<file path="config.mk">
export PLATFORM = sky130hd
export DESIGN_NAME = serial_adder_seq
export DESIGN_NICKNAME = d
export VERILOG_FILES = /design/src/rtl/serial_adder_seq.sv
export SDC_FILE = /design/constraint.sdc
export NUM_CORES = 1
export LEC_CHECK = 0
export CORE_UTILIZATION = 23
export DETAILED_ROUTE_END_ITERATION = 8
export PLACE_DENSITY = 0.47
export SYNTH_ARGS = -nofsm -noshare
export SYNTH_HDL_FRONTEND = slang
export SYNTH_SLANG_ARGS = --single-unit
</file>
<file path="constraint.sdc">
create_clock -name clk -period 4.3 [get_ports clk]
set_input_delay 0.86 -clock clk [delete_from_list [all_inputs] [get_ports clk]]
set_output_delay 0.86 -clock clk [all_outputs]
set_load 0.05 [all_outputs]
</file>
<file path="src/rtl/serial_adder_seq.sv">
// Bit-serial adder: captures two WIDTH-bit operands on start, adds them LSB-first
// through a 1-bit sum/carry cell with a registered carry, then pulses done with {cout,sum}.
module serial_adder_seq #(
   parameter int WIDTH = 8
) (
   input  logic             clk,
   input  logic             rst_n,
   input  logic             start,
   input  logic [WIDTH-1:0] a,
   input  logic [WIDTH-1:0] b,
   output logic             busy,
   output logic             done,
   output logic [WIDTH-1:0] sum,
   output logic             cout
);

   localparam int CW = $clog2(WIDTH + 1);

   typedef enum logic [1:0] {IDLE, SHIFT, DONE} state_t;

   state_t           state, state_next;
   logic [WIDTH-1:0] a_r, b_r, sum_r;
   logic             c;
   logic [CW-1:0]    cnt;

   logic             s, c_nxt;
   logic             load, shift_en, last_bit;

   // Single-bit full-add cell on the current operand LSBs.
   assign s     = a_r[0] ^ b_r[0] ^ c;
   assign c_nxt = (a_r[0] & b_r[0]) | (c & (a_r[0] ^ b_r[0]));

   assign shift_en = (state == SHIFT);
   assign last_bit = shift_en && (cnt == CW'(WIDTH - 1));

   always_comb begin
      state_next = state;
      load       = 1'b0;
      busy       = 1'b0;
      done       = 1'b0;
      case (state)
         IDLE: begin
            if (start) begin
               load       = 1'b1;
               state_next = SHIFT;
            end
         end
         SHIFT: begin
            busy = 1'b1;
            if (last_bit) state_next = DONE;
         end
         DONE: begin
            done = 1'b1;
            // A start seen in DONE launches the next add with no idle bubble.
            if (start) begin
               load       = 1'b1;
               state_next = SHIFT;
            end else begin
               state_next = IDLE;
            end
         end
         default: state_next = IDLE;
      endcase
   end

   always_ff @(posedge clk or negedge rst_n) begin
      if (!rst_n) begin
         state <= IDLE;
         a_r   <= '0;
         b_r   <= '0;
         sum_r <= '0;
         c     <= 1'b0;
         cnt   <= '0;
         sum   <= '0;
         cout  <= 1'b0;
      end else begin
         state <= state_next;
         if (load) begin
            a_r   <= a;
            b_r   <= b;
            sum_r <= '0;
            c     <= 1'b0;
            cnt   <= '0;
         end else if (shift_en) begin
            a_r   <= a_r >> 1;
            b_r   <= b_r >> 1;
            sum_r <= {s, sum_r[WIDTH-1:1]};
            c     <= c_nxt;
            cnt   <= cnt + 1'b1;
         end
         // Outputs only move on entry to DONE and hold until the next result.
         if (last_bit) begin
            sum  <= {s, sum_r[WIDTH-1:1]};
            cout <= c_nxt;
         end
      end
   end

endmodule

</file>
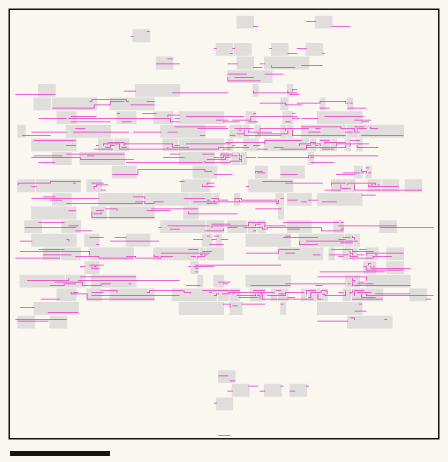
run_1/m1.png
The bar under the picture is 20 um long.
The longest straight run is 20.2 um. 161 nets have wire on it. The wires run mostly horizontal. The layer holds 48% of the routed length. The layer carries 1570 um of wire.
final wirelength: 3270 um
via count: 1105
met1 GRT Util: 13.3%

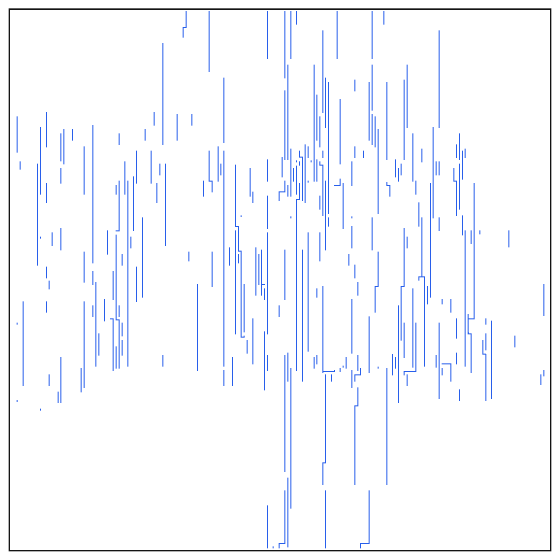
run_1/m2.png
The wires run mostly vertical. The layer holds 46% of the routed length. The longest straight run is 34.0 um.
met2 GRT Util: 15.0%

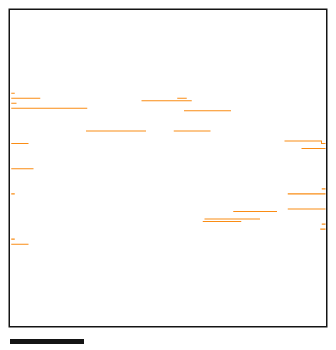
run_1/m3.png
The bar under the picture is 20 um long.
The layer carries 176 um of wire. The layer holds 5.4% of the routed length. The longest straight run is 20.2 um.
grt met3 use: 3.60%

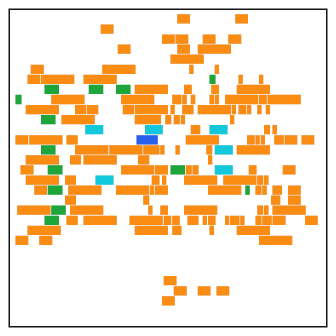
run_1/sizing.png
Key: green = x2 [cells 13, most used mux2_2]; orange = x1 and smaller [cells 143, most used dfrtp_1]; cyan = x6 and larger [cells 6, most used clkbuf_8]; blue = x3 and x4 [cells 1, most used nor3_4]
area grow syn2layout: 27.0%
post-layout instance area: 0.00203 mm2
final setup margin: 0.842 ns
Plain + repair buffers: 29

==> CHANGELOG.md, run 1 <==
### Implementation results

* Uppermost layer routed: met4
* Setup TNS at 0 ns
* Distinct lib cells at 23
* Slowest CP cell: clkdlybuf4s50_1
* PostCTS Resize Cnt at 0
* Core box area at about 0.0068 mm2
* Layout cell share with drive strength beyond 1 at 12.3%
* Synthesized flop and latch total at 39
* Maxcap violations at 0
* Largest delay contributor family on the critical path: buffers and inverters
* Chip Width at between 80 and 90 um
* Num ports at 30
* Clock Sink Count at 39
* Yosys Warn Count at 0
* Max incr delay on CP at around 0.90 ns
* Slew headroom at 41.2%
* Slew @ Worst Pin at approximately 0.88 ns
* Sequence of cells on the critical path: nand2b_1 > inv_2 > clkdlybuf4s50_1
* Post-route ant nets at 0
* Status: finished clean
==> run 1: synthesized netlist by cell type <==
library cell,n,area [um2]
a22o_1,11,96.3
a22oi_1,7,52.6
a31oi_1,6,37.5
and2b_1,1,7.51
buf_2,3,15.0
buf_6,1,11.3
clkbuf_1,4,15.0
dfrtp_1,39,976
fa_1,1,20.0
ha_1,1,12.5
inv_2,1,3.75
mux2_2,10,113
mux2i_1,2,20.0
nand2_1,23,86.3
nand2b_1,2,12.5
nand3_1,8,40.0
nand4_1,1,6.26
nor2_1,8,30.0
nor2b_1,1,6.26
nor3_1,1,5.00
nor3_4,1,16.3
o21ai_0,2,10.0
o22ai_1,1,6.26
==> run 1: power groups by stage <==
stage / logic [uW] / registers, uW / clock network (uW)
4_1_cts: 719 / 643 / 254
2_1_floorplan: 404 / 761 / 0
3_3_place_gp: 703 / 643 / 0
3_5_place_dp: 714 / 645 / 0
6_report: 706 / 641 / 243
5_1_grt: 776 / 666 / 270
==> run 1: sequential cells by signal (all words and copies together) (netlist names) <==
signal / flops
state: 2
a_r: 8
cnt: 4
sum: 8
b_r: 8
sum_r: 7
c: 1
cout: 1
==> run 1: cells by family (layout without fill, tap and decap cells) <==
family,Yosys count,count (layout),synth area share (%)
flip-flops,39,39,61.0
adder cells (fa/ha/maj),2,2,2.03
buffers and inverters,9,37,2.82
AND/OR/NAND/NOR,46,46,13.1
multiplexers,12,12,8.29
AND-OR/OR-AND,27,27,12.7
==> run 1: area by class of cell <==
cell class	instances	area [um2]	share of cell area [%]
flip-flops and latches	39	976	48.1
multi-input cells	87	578	28.5
well taps	80	100	4.93
inverters	1	3.75	0.185
repair buffers	29	285	14.0
clock buffers	6	82.6	4.07
clock inverters	1	5.00	0.246
==> run 1: placed cells by master (no fill, tap or decap), drive strengths merged <==
| cell | instances |
|---|---|
| a22o | 11 |
| a22oi | 7 |
| a31oi | 6 |
| and2b | 1 |
| buf | 1 |
| clkbuf | 6 |
| clkdlybuf4s50 | 28 |
| clkinv | 1 |
| dfrtp | 39 |
| fa | 1 |
| ha | 1 |
| inv | 1 |
| mux2 | 10 |
| mux2i | 2 |
| nand2 | 23 |
| nand2b | 2 |
| nand3 | 8 |
| nand4 | 1 |
| nor2 | 8 |
| nor2b | 1 |
| nor3 | 2 |
| o21ai | 2 |
| o22ai | 1 |
==> run 1: metrics by stage <==
step                cells  hold WS, ns  total power (uW)
floorplan             135        0.460              1160
global route          243        0.525              1710
CTS                   243        0.505              1620
finish                243        0.499              1590
global placement      236        0.483              1350
detailed placement    236        0.483              1360
==> run 1: path summary, 6_finish.rpt <==
| check | slack [ns] | cells past startpoint | startpoint | end |
|---|---|---|---|---|
| worst max-delay path | 0.84 | 3 | state[1] | busy |
| worst min-delay path | 0.50 | 1 | cnt[2] | cnt[2] |
| worst max register to register | 1.91 | 4 | state[0] | cnt[1] |
| worst min register to register | 0.50 | 1 | cnt[2] | cnt[2] |
| max in group asynchronous | 3.04 | 1 | rst_n | sum_r[4] |
| min in group asynchronous | 0.69 | 1 | rst_n | sum[5] |
run_1/clock_nets.png
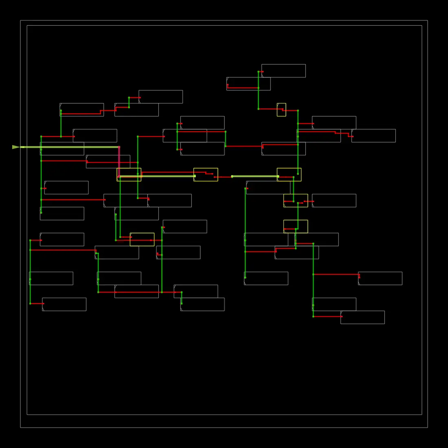

==> run 2: changes to the inputs <==
- PLACE_DENSITY: 0.47 -> 0.48
- clock period: 4.3 -> 3.1 ns (I/O delays scaled with it)
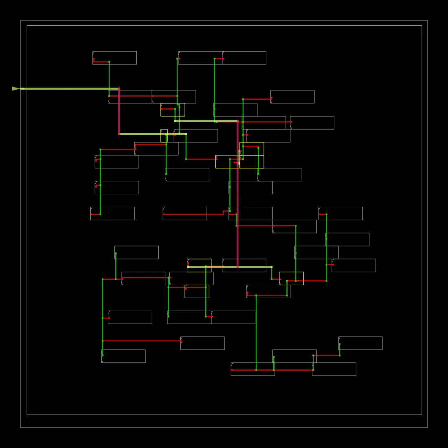
run_2/clock_nets.png
Seq cells: 39
clk_lat worst skew: 0.28 ns
CTS buffer count: 5
Worst Skew: 0.00311 ns
P_clk: 370 uW

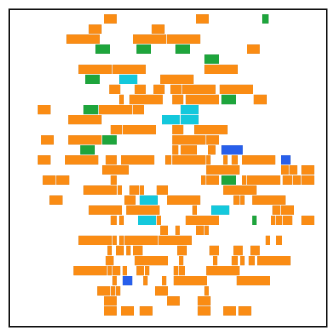
run_2/sizing.png
Key: orange = x1 and smaller [cells 143, most used dfrtp_1]; green = x2 [cells 12, most used mux2_2]; blue = x3 and x4 [cells 3, most used buf_4]; cyan = x6 and larger [cells 7, most used clkbuf_8]
post-layout instance area: 0.00205 mm2
final setup margin: 0.784 ns
Plain + repair buffers: 30
area grow syn2layout: 28.1%

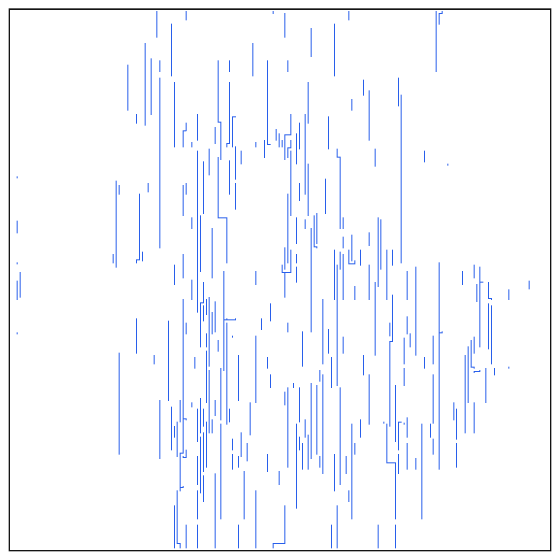
run_2/m2.png
The layer holds 44% of the routed length. 151 nets have wire on it. The longest straight run is 32.6 um. The layer carries 1450 um of wire. The wires run mostly vertical.
via count: 1120
met2 GRT Util: 14.9%
final wirelength: 3280 um

==> CHANGELOG.md, run 2 <==
### Implementation results

* Comb area at 578 um2 (unchanged)
* Total area of sequential cells at 976 um2 (unchanged)
* Largest delay contributor family on the critical path: buffers and inverters
* Biggest regs: a_r (8), b_r (8), sum (8)
* Maxcap violations at 0 (unchanged)
* Most instantiated logic cells after routing: dfrtp_1, clkdlybuf4s50_1, nand2_1, a22o_1, mux2_2
* Setup TNS at 0 ns (unchanged)
* Tot Pwr at 2240 uW (+41%)
* Slowest CP cell: inv_2
* Top-count cell post-synth: dfrtp_1
* Ys async rst share at 100% (unchanged)
* Clock Sink Count at 39 (unchanged)
* WP depth at 4 (+1)
* Number of enable flip-flop cells at 0 (unchanged)
* Status: finished clean
* Layout cell share with drive strength beyond 1 at 13.3% (+1.1 points)
* Top cells by area: dfrtp_1, mux2_2, a22o_1
* Distinct lib cells at 23 (unchanged)
* PostCTS Resize Cnt at 0 (unchanged)
* Yosys Warn Count at 0 (unchanged)
* Most common reg cell: dfrtp_1
[run 2: cell counts after synthesis]
No cell type changed its count.
[run 2: cells by family after synthesis]
group / count (synthesis) / synth area share, %
compound gates: 27 / 12.7
fa+ha+maj: 2 / 2.03
buf+inv: 9 / 2.82
flops: 39 / 61.0
mux: 12 / 8.29
simple gates: 46 / 13.1
[run 2: routing by layer]
metal | global-route usage [%] | routed length, um | share of wire (%) | up-vias
li1 | - | - | - | 537
met5 | 0 | 0 | 0 | -
met2 | 14.9 | 1450 | 44 | 19
met4 | 3.18 | 40 | 1.2 | 0
met3 | 2.82 | 121 | 3.7 | 5
met1 | 14.1 | 1660 | 51 | 559
[run 2: area by class of cell]
cell class,count,area share (%)
Clock buffer,8,4.89
Sequential cell,39,47.6
Inverter,1,0.183
Multi-Input combinational cell,87,28.2
Tap cell,80,4.89
Timing Repair Buffer,30,14.2
[run 2: power groups by stage]
stage / registers [uW] / clock network, uW / logic [uW]
after floorplan: 1060 / 0 / 560
after global placement: 899 / 0 / 983
after detailed placement: 901 / 0 / 994
after CTS: 892 / 386 / 997
after global routing: 926 / 407 / 1080
final: 891 / 370 / 981
[run 2: path summary, 6_finish.rpt]
kind / end / slack, ns / from
min in group clk: b_r[5] / 0.50 / b_r[5]
min reg2reg: b_r[5] / 0.50 / b_r[5]
max: busy / 0.78 / state[1]
max in group asynchronous: a_r[6] / 2.11 / rst_n
min: sum[2] / 0.44 / rst_n
max reg2reg: sum_r[6] / 1.18 / state[0]
[run 2: worst reg2reg max path, cell delays in order (launching register included)]
cell and delay [ns]:
dfrtp_1 0.40, nand2b_1 0.08, buf_4 0.26, inv_2 0.26, nor2_1 0.63, a22o_1 0.23
[run 2: stage by stage]
stage	cell area (um2)	setup slack (ns)
after floorplan	1600	1.40
after global placement	1950	0.849
after detailed placement	1950	0.811
after CTS	2050	0.774
after global routing	2050	0.697
final	2050	0.784
run_2/m1.png
The bar under the picture is 20 um long.
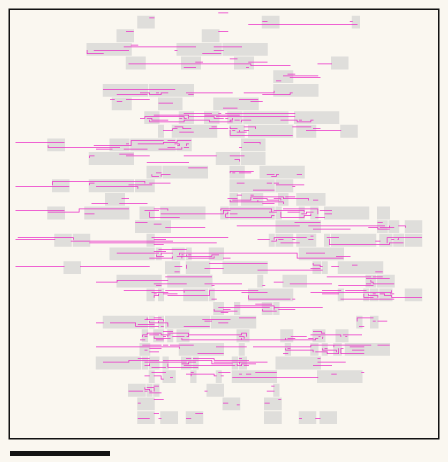

==> run 3: changes to the inputs <==
- clock period: 3.1 -> 2.1 ns (I/O delays scaled with it)
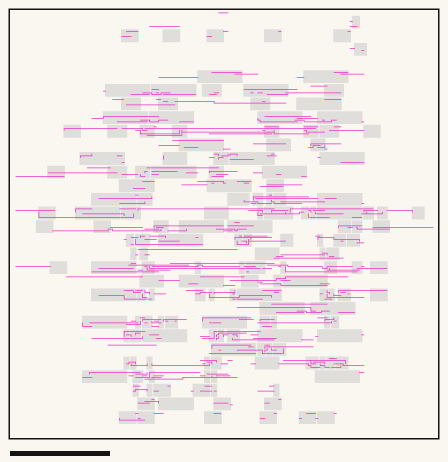
run_3/m1.png
The bar under the picture is 20 um long.
The layer holds 48% of the routed length. 167 nets have wire on it. The layer carries 1610 um of wire. The wires run mostly horizontal.
final wirelength: 3320 um
via count: 1130
met1 GRT Util: 13.6%

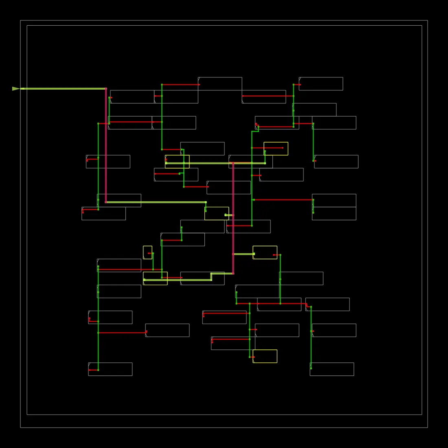
run_3/clock_nets.png
Clock Sink Count: 39
P_clk: 497 uW
Worst Skew: 0.00517 ns
CLK BUF: 6

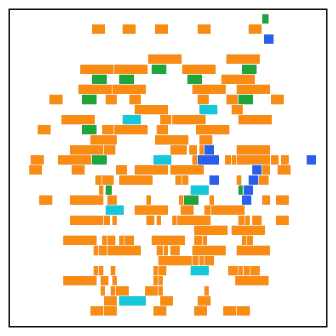
run_3/sizing.png
Key: blue = x3 and x4 [cells 9, most used buf_4]; cyan = x6 and larger [cells 7, most used clkbuf_8]; orange = x1 and smaller [cells 141, most used dfrtp_1]; green = x2 [cells 13, most used mux2_2]
area grow syn2layout: 30.8%
post-layout instance area: 0.00209 mm2

==> CHANGELOG.md, run 3 <==
### Implementation results

* Status: finished clean
* Total area of sequential cells at 976 um2 (unchanged)
* Maxcap violations at 0 (unchanged)
* Ys async rst share at 100% (unchanged)
* Final setup margin at 0.194 ns (-0.590 ns)
* Post-synthesis mux area share at 8.29% (unchanged)
* CTS buffer count at 5 (unchanged)
* Most instantiated logic cells after routing: dfrtp_1, clkdlybuf4s50_1, nand2_1, a22o_1, mux2_2
* Yosys Warn Count at 0 (unchanged)
* Most common reg cell: dfrtp_1
* Reg2reg start: cnt[0]
* Largest delay contributor family on the critical path: buffers and inverters
* Comb area at 578 um2 (unchanged)
* Top-count cell post-synth: dfrtp_1
* Clk_lat worst skew at 0.28 ns (about the same)
* Number of enable flip-flop cells at 0 (unchanged)
* XOR Share, Synth at 0% (unchanged)
* Reg2Reg Capture Point: sum[7]
* FA/HA/MAJ Cells, Area Fraction at 2.03% (unchanged)
* Slowest CP cell: dfrtp_1
* Top cells by area: dfrtp_1, mux2_2, a22o_1
* Comb area leader: simple AND/OR/NAND/NOR gates
run 3: power by group through the flow:
stage,clock network [uW],registers [uW],logic [uW]
finish,497,1320,1530
global route,555,1370,1690
CTS,520,1330,1550
detailed placement,0,1340,1550
global placement,0,1330,1540
floorplan,0,1560,827
run 3: worst max-delay path by stage:
stage	endpoint	cells after the start	start	slack, ns
5_1_grt	busy	4	state[1]	0.09
6_report	busy	4	state[1]	0.19
3_3_place_gp	c	4	start	0.19
4_1_cts	busy	4	state[1]	0.18
2_1_floorplan	done	1	state[0]	0.60
3_5_place_dp	c	4	start	0.21
run 3: cell type report:
cell class | count | area share [%]
clock inverter | 1 | 0.239
inverter | 1 | 0.180
tap | 80 | 4.79
clock buffer | 6 | 3.95
multi-input combinational | 87 | 27.6
timing repair buffer | 36 | 16.5
sequential | 39 | 46.7
run 3: layer usage:
metal	up-vias	GRT usage (%)	part of all wire (%)
li1	550	-	-
met1	554	13.6	48
met2	20	15.8	45
met3	6	4.18	5.3
met4	0	3.64	1.4
met5	-	0	0
run 3: cells by family (layout without fill, tap and decap cells):
family	count (synthesis)	count (layout)
DFF	39	39
AOI/OAI and AO/OA	27	27
and+or+nand+nor	46	46
buffers and inverters	9	44
adders and majority gates	2	2
muxes	12	12
run 3: worst reg2reg max path, stage by stage (launching register included):
cell and delay, ns:
dfrtp_1 0.39, ha_1 0.21, nand2_1 0.10, nor3_4 0.16, buf_4 0.21, mux2_2 0.35
run 3: stage by stage:
stage,area (um2),power [uW]
after floorplan,1600,2380
after global placement,2000,2870
after detailed placement,2000,2880
after CTS,2090,3400
after global routing,2090,3620
final,2090,3340
No activity file was given, so power comes from the tool's default toggle rates.
